File: config.mk
export PLATFORM = sky130hd
export DESIGN_NAME = interp_ctrl
export DESIGN_NICKNAME = d
export VERILOG_FILES = /design/src/rtl/interp_ctrl_pkg.sv /design/src/rtl/interp_ctrl_cfg_sync_stable.sv /design/src/rtl/interp_ctrl.sv
export SDC_FILE = /design/constraint.sdc
export NUM_CORES = 1
export LEC_CHECK = 0
export CAP_MARGIN = 5
export CORE_MARGIN = 2
export CORE_UTILIZATION = 45
export CTS_BUF_LIST = sky130_fd_sc_hd__clkbuf_8
export DETAILED_ROUTE_END_ITERATION = 6
export HOLD_SLACK_MARGIN = 0.06
export PLACE_DENSITY = 0.68
export SLEW_MARGIN = 20
export SYNTH_ARGS = -nofsm -noshare
export SYNTH_HDL_FRONTEND = slang
export SYNTH_SLANG_ARGS = --single-unit
File: constraint.sdc
create_clock -name clk -period 2.9 [get_ports clk]
set_input_delay 0.58 -clock clk [delete_from_list [all_inputs] [get_ports clk]]
set_output_delay 0.58 -clock clk [all_outputs]
set_load 0.005 [all_outputs]
File: src/rtl/interp_ctrl_pkg.sv
// Shared definitions for the interpolator sequencer: FSM encoding and gain field widths.
package interp_ctrl_pkg;

  localparam int unsigned EXP_W           = 5;
  localparam int unsigned MAN_W           = 18;
  localparam int unsigned GAIN_W          = EXP_W + MAN_W;
  localparam int unsigned RATIO_W_DEFAULT = 16;

  typedef enum logic [1:0] {
    ST_HALT = 2'd0,
    ST_RUN  = 2'd1,
    ST_LOAD = 2'd2
  } state_e;

  typedef struct packed {
    logic [EXP_W-1:0] exponent;
    logic [MAN_W-1:0] mantissa;
  } gain_t;

endpackage

File: src/rtl/interp_ctrl_cfg_sync_stable.sv
// Two-flop synchronizer for a quasi-static register bus plus a stability qualifier
// that only flags the bus once it has held one value for STABLE_CYCLES clocks.
module cfg_sync_stable #(
  parameter int unsigned WIDTH         = 8,
  parameter int unsigned STABLE_CYCLES = 4
) (
  input  logic             clk,
  input  logic             reset,
  input  logic [WIDTH-1:0] din,
  output logic [WIDTH-1:0] sync_cfg,
  output logic             stable
);

  localparam int unsigned       CNT_W   = 4;
  localparam logic [CNT_W-1:0] CNT_MAX = CNT_W'(STABLE_CYCLES);

  logic [WIDTH-1:0] meta_q;
  logic [CNT_W-1:0] cnt_q;
  logic [CNT_W-1:0] cnt_d;

  // The counter restarts on the same edge that sync_cfg takes a new value.
  always_comb begin
    cnt_d = cnt_q;
    if (meta_q != sync_cfg) begin
      cnt_d = '0;
    end else if (cnt_q != CNT_MAX) begin
      cnt_d = cnt_q + CNT_W'(1);
    end
  end

  always_ff @(posedge clk) begin
    if (reset) begin
      meta_q   <= '0;
      sync_cfg <= '0;
      cnt_q    <= '0;
      stable   <= 1'b0;
    end else begin
      meta_q   <= din;
      sync_cfg <= meta_q;
      cnt_q    <= cnt_d;
      stable   <= (cnt_d == CNT_MAX);
    end
  end

endmodule

File: src/rtl/interp_ctrl.sv
// Interpolator sequencer: qualifies the asynchronous gain/ratio configuration, applies it
// atomically at a frame boundary and generates the phase index and input-sample request.
module interp_ctrl
  import interp_ctrl_pkg::*;
#(
  parameter int unsigned RATIO_WIDTH   = RATIO_W_DEFAULT,
  parameter int unsigned STABLE_CYCLES = 4
) (
  input  logic                   clk,
  input  logic                   reset,
  input  logic                   clkEn,
  input  logic [EXP_W-1:0]       cfgExponent,
  input  logic [MAN_W-1:0]       cfgMantissa,
  input  logic [RATIO_WIDTH-1:0] cfgRatio,
  output logic [EXP_W-1:0]       exponent,
  output logic [MAN_W-1:0]       mantissa,
  output logic [RATIO_WIDTH-1:0] ratio,
  output logic [RATIO_WIDTH-1:0] phase,
  output logic                   inputReq,
  output logic                   cfgUpdate,
  output logic                   pending
);

  localparam int unsigned CFG_W = GAIN_W + RATIO_WIDTH;

  logic [CFG_W-1:0]       cfg_bus;
  logic [CFG_W-1:0]       sync_cfg;
  logic                   stable;
  logic [CFG_W-1:0]       active_cfg;
  logic                   accept_c;
  logic                   wrap_c;

  gain_t                  hold_gain;
  logic [RATIO_WIDTH-1:0] hold_ratio;

  state_e                 state_q;
  state_e                 state_d;

  logic [EXP_W-1:0]       exponent_d;
  logic [MAN_W-1:0]       mantissa_d;
  logic [RATIO_WIDTH-1:0] ratio_d;
  logic [RATIO_WIDTH-1:0] phase_d;
  logic                   input_req_d;
  logic                   cfg_update_d;
  logic                   pending_d;

  assign cfg_bus    = {cfgExponent, cfgMantissa, cfgRatio};
  assign active_cfg = {exponent, mantissa, ratio};
  assign accept_c   = stable && (sync_cfg != active_cfg);
  assign wrap_c     = (phase == (ratio - RATIO_WIDTH'(1)));

  cfg_sync_stable #(
    .WIDTH         (CFG_W),
    .STABLE_CYCLES (STABLE_CYCLES)
  ) u_sync (
    .clk      (clk),
    .reset    (reset),
    .din      (cfg_bus),
    .sync_cfg (sync_cfg),
    .stable   (stable)
  );

  // Snapshot of the latest accepted value, so LOAD never sees a bus that is mid-change.
  always_ff @(posedge clk) begin
    if (reset) begin
      hold_gain  <= '0;
      hold_ratio <= '0;
    end else if (accept_c) begin
      hold_gain  <= sync_cfg[CFG_W-1:RATIO_WIDTH];
      hold_ratio <= sync_cfg[RATIO_WIDTH-1:0];
    end
  end

  always_ff @(posedge clk) begin
    if (reset) begin
      state_q <= ST_HALT;
    end else begin
      state_q <= state_d;
    end
  end

  always_comb begin
    state_d = state_q;
    case (state_q)
      ST_HALT: begin
        if (pending) state_d = ST_LOAD;
      end
      ST_RUN: begin
        if (clkEn && wrap_c && pending) state_d = ST_LOAD;
      end
      ST_LOAD: begin
        state_d = (hold_ratio != '0) ? ST_RUN : ST_HALT;
      end
      default: state_d = ST_HALT;
    endcase
  end

  // Next values for the registered outputs; clkEn is ignored outside RUN.
  always_comb begin
    exponent_d   = exponent;
    mantissa_d   = mantissa;
    ratio_d      = ratio;
    phase_d      = phase;
    input_req_d  = 1'b0;
    cfg_update_d = 1'b0;
    pending_d    = accept_c && (state_q != ST_LOAD);
    case (state_q)
      ST_HALT: begin
        phase_d = '0;
      end
      ST_RUN: begin
        if (clkEn) begin
          input_req_d = (phase == '0);
          phase_d     = wrap_c ? '0 : phase + RATIO_WIDTH'(1);
        end
      end
      ST_LOAD: begin
        exponent_d   = hold_gain.exponent;
        mantissa_d   = hold_gain.mantissa;
        ratio_d      = hold_ratio;
        phase_d      = '0;
        cfg_update_d = 1'b1;
        pending_d    = 1'b0;
      end
      default: begin
        phase_d = '0;
      end
    endcase
  end

  always_ff @(posedge clk) begin
    if (reset) begin
      exponent  <= '0;
      mantissa  <= '0;
      ratio     <= '0;
      phase     <= '0;
      inputReq  <= 1'b0;
      cfgUpdate <= 1'b0;
      pending   <= 1'b0;
    end else begin
      exponent  <= exponent_d;
      mantissa  <= mantissa_d;
      ratio     <= ratio_d;
      phase     <= phase_d;
      inputReq  <= input_req_d;
      cfgUpdate <= cfg_update_d;
      pending   <= pending_d;
    end
  end

endmodule

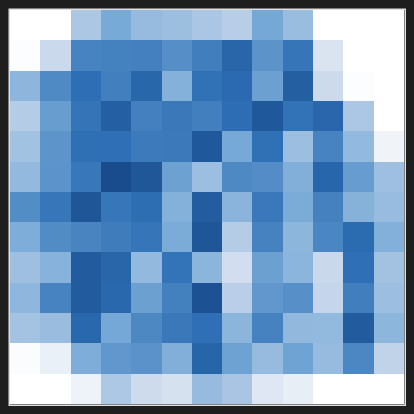
Fig. 1. Local utilization.
Scale: 3 px per um. 13 x 13 tiles, from white (low) to dark blue (high), 0 to 100% covered.
mean over tiles = 50%
fullest tile = 89%
tiles over 75% full = 15%
emptiest ninth of the die = top right
nearly empty tiles = 10%

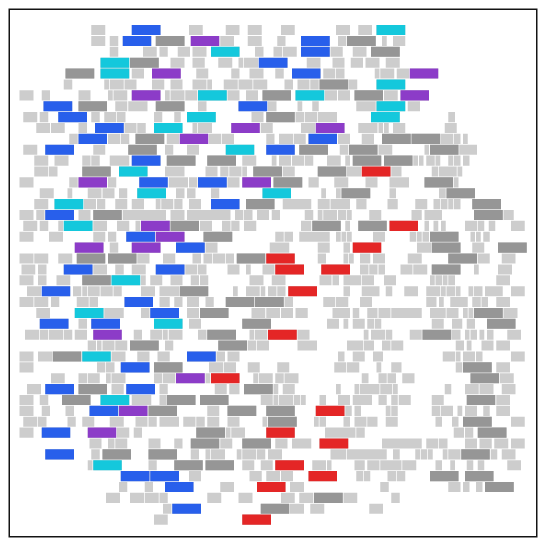
Fig. 2. Register map, names as in the netlist.
Scale: 4 px per um. Other sequential cells in the stronger grey, the rest of the logic in the fainter grey.
purple -> mantissa  # flops 18
red -> ratio  # flops 16
cyan -> hold_gain  # flops 23
blue -> u_sync.meta_q  # flops 39

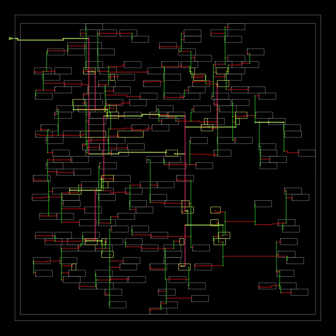
Fig. 3. Clock nets.
CTS buffer count: 17
worst clock skew: 11.1 ps
Clock Sink Count: 182
CLK BUF: 18

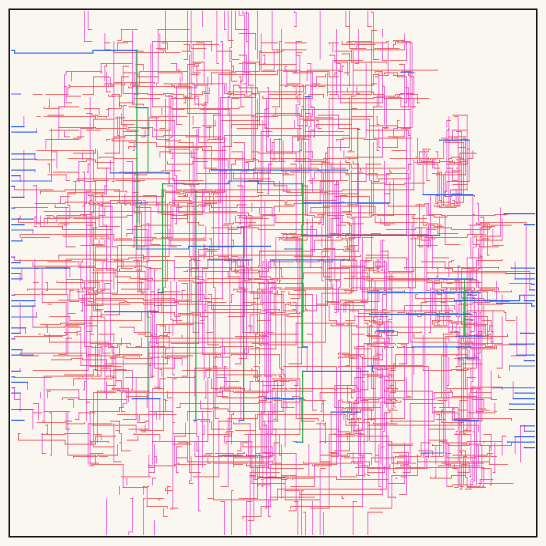
Fig. 4. Routed metal, one colour a layer.
Scale: 4 px per um.
red -> met1  # wire length 7960 um
magenta -> met2  # wire length 8410 um
blue -> met3  # wire length 739 um
green -> met4  # wire length 311 um

==> results.py <==
# Auto-generated metrics
metrics = {
    "critical_path": {
        "r2r_start": "ratio[0]",
        "end_kind": "flop",
        "path_class": "flop to flop",
        "crit_end": "phase[0]",
        "rr_endpoint": "phase[0]",
        "worst-path-max-fanout": 7,
    },
    "die": {
        "ios": 100,
        "coreArea_sq_mm": 0.0159,
        "die_height_um": 131,
    },
    "synthesis": {
        "synthCells": 709,
        "largest_area_cell": "dfxtp_1",
        "adder_share_pct": 0.855,
        "synthTopCellsByCount": "dfxtp_1, nor2b_1, xor2_1",
    },
    "worst_hold_path": {
        "hold_path_class": "flop to flop",
        "worstHoldStart": "u_sync.meta_q[26]",
    },
    "placed_design": {
        "io_buffers": 99,
        "dpl.cell_count": 999,
    },
    "drt": {
        "highest_layer": "met4",
        "wl_mm": 17.4,
        "dr_total_vias": 5321,
        "postRouteAntennaNets": 0,
    },
    "grt": {
        "grt_pass1_vias": 5270,
    },
    "layout": {
        "ff_count": 182,
        "drive_gt1_share_pct": 7.13,
        "fillerInstances": 1439,
        "final_cells": 1030,
        "inv_count": 14,
    },
    "run_status": {
        "status": "complete, no violations",
    },
    "clock_tree": {
        "clockBufferDepth": 2,
    },
    "flow_run": {
        "max_cap_viol_count": 0,
    },
    "pwr": {
        "powerDensity_mw_per_mm2": 510,
        "comb_power_mw": 0.250,
        "pwr-share-seq_pct": 57.4,
    },
    "final_timing": {
        "slew_headroom_pct": 56.0,
        "fmax_mhz": 384,
    },
}
Power is estimated from default activity; no workload was simulated.
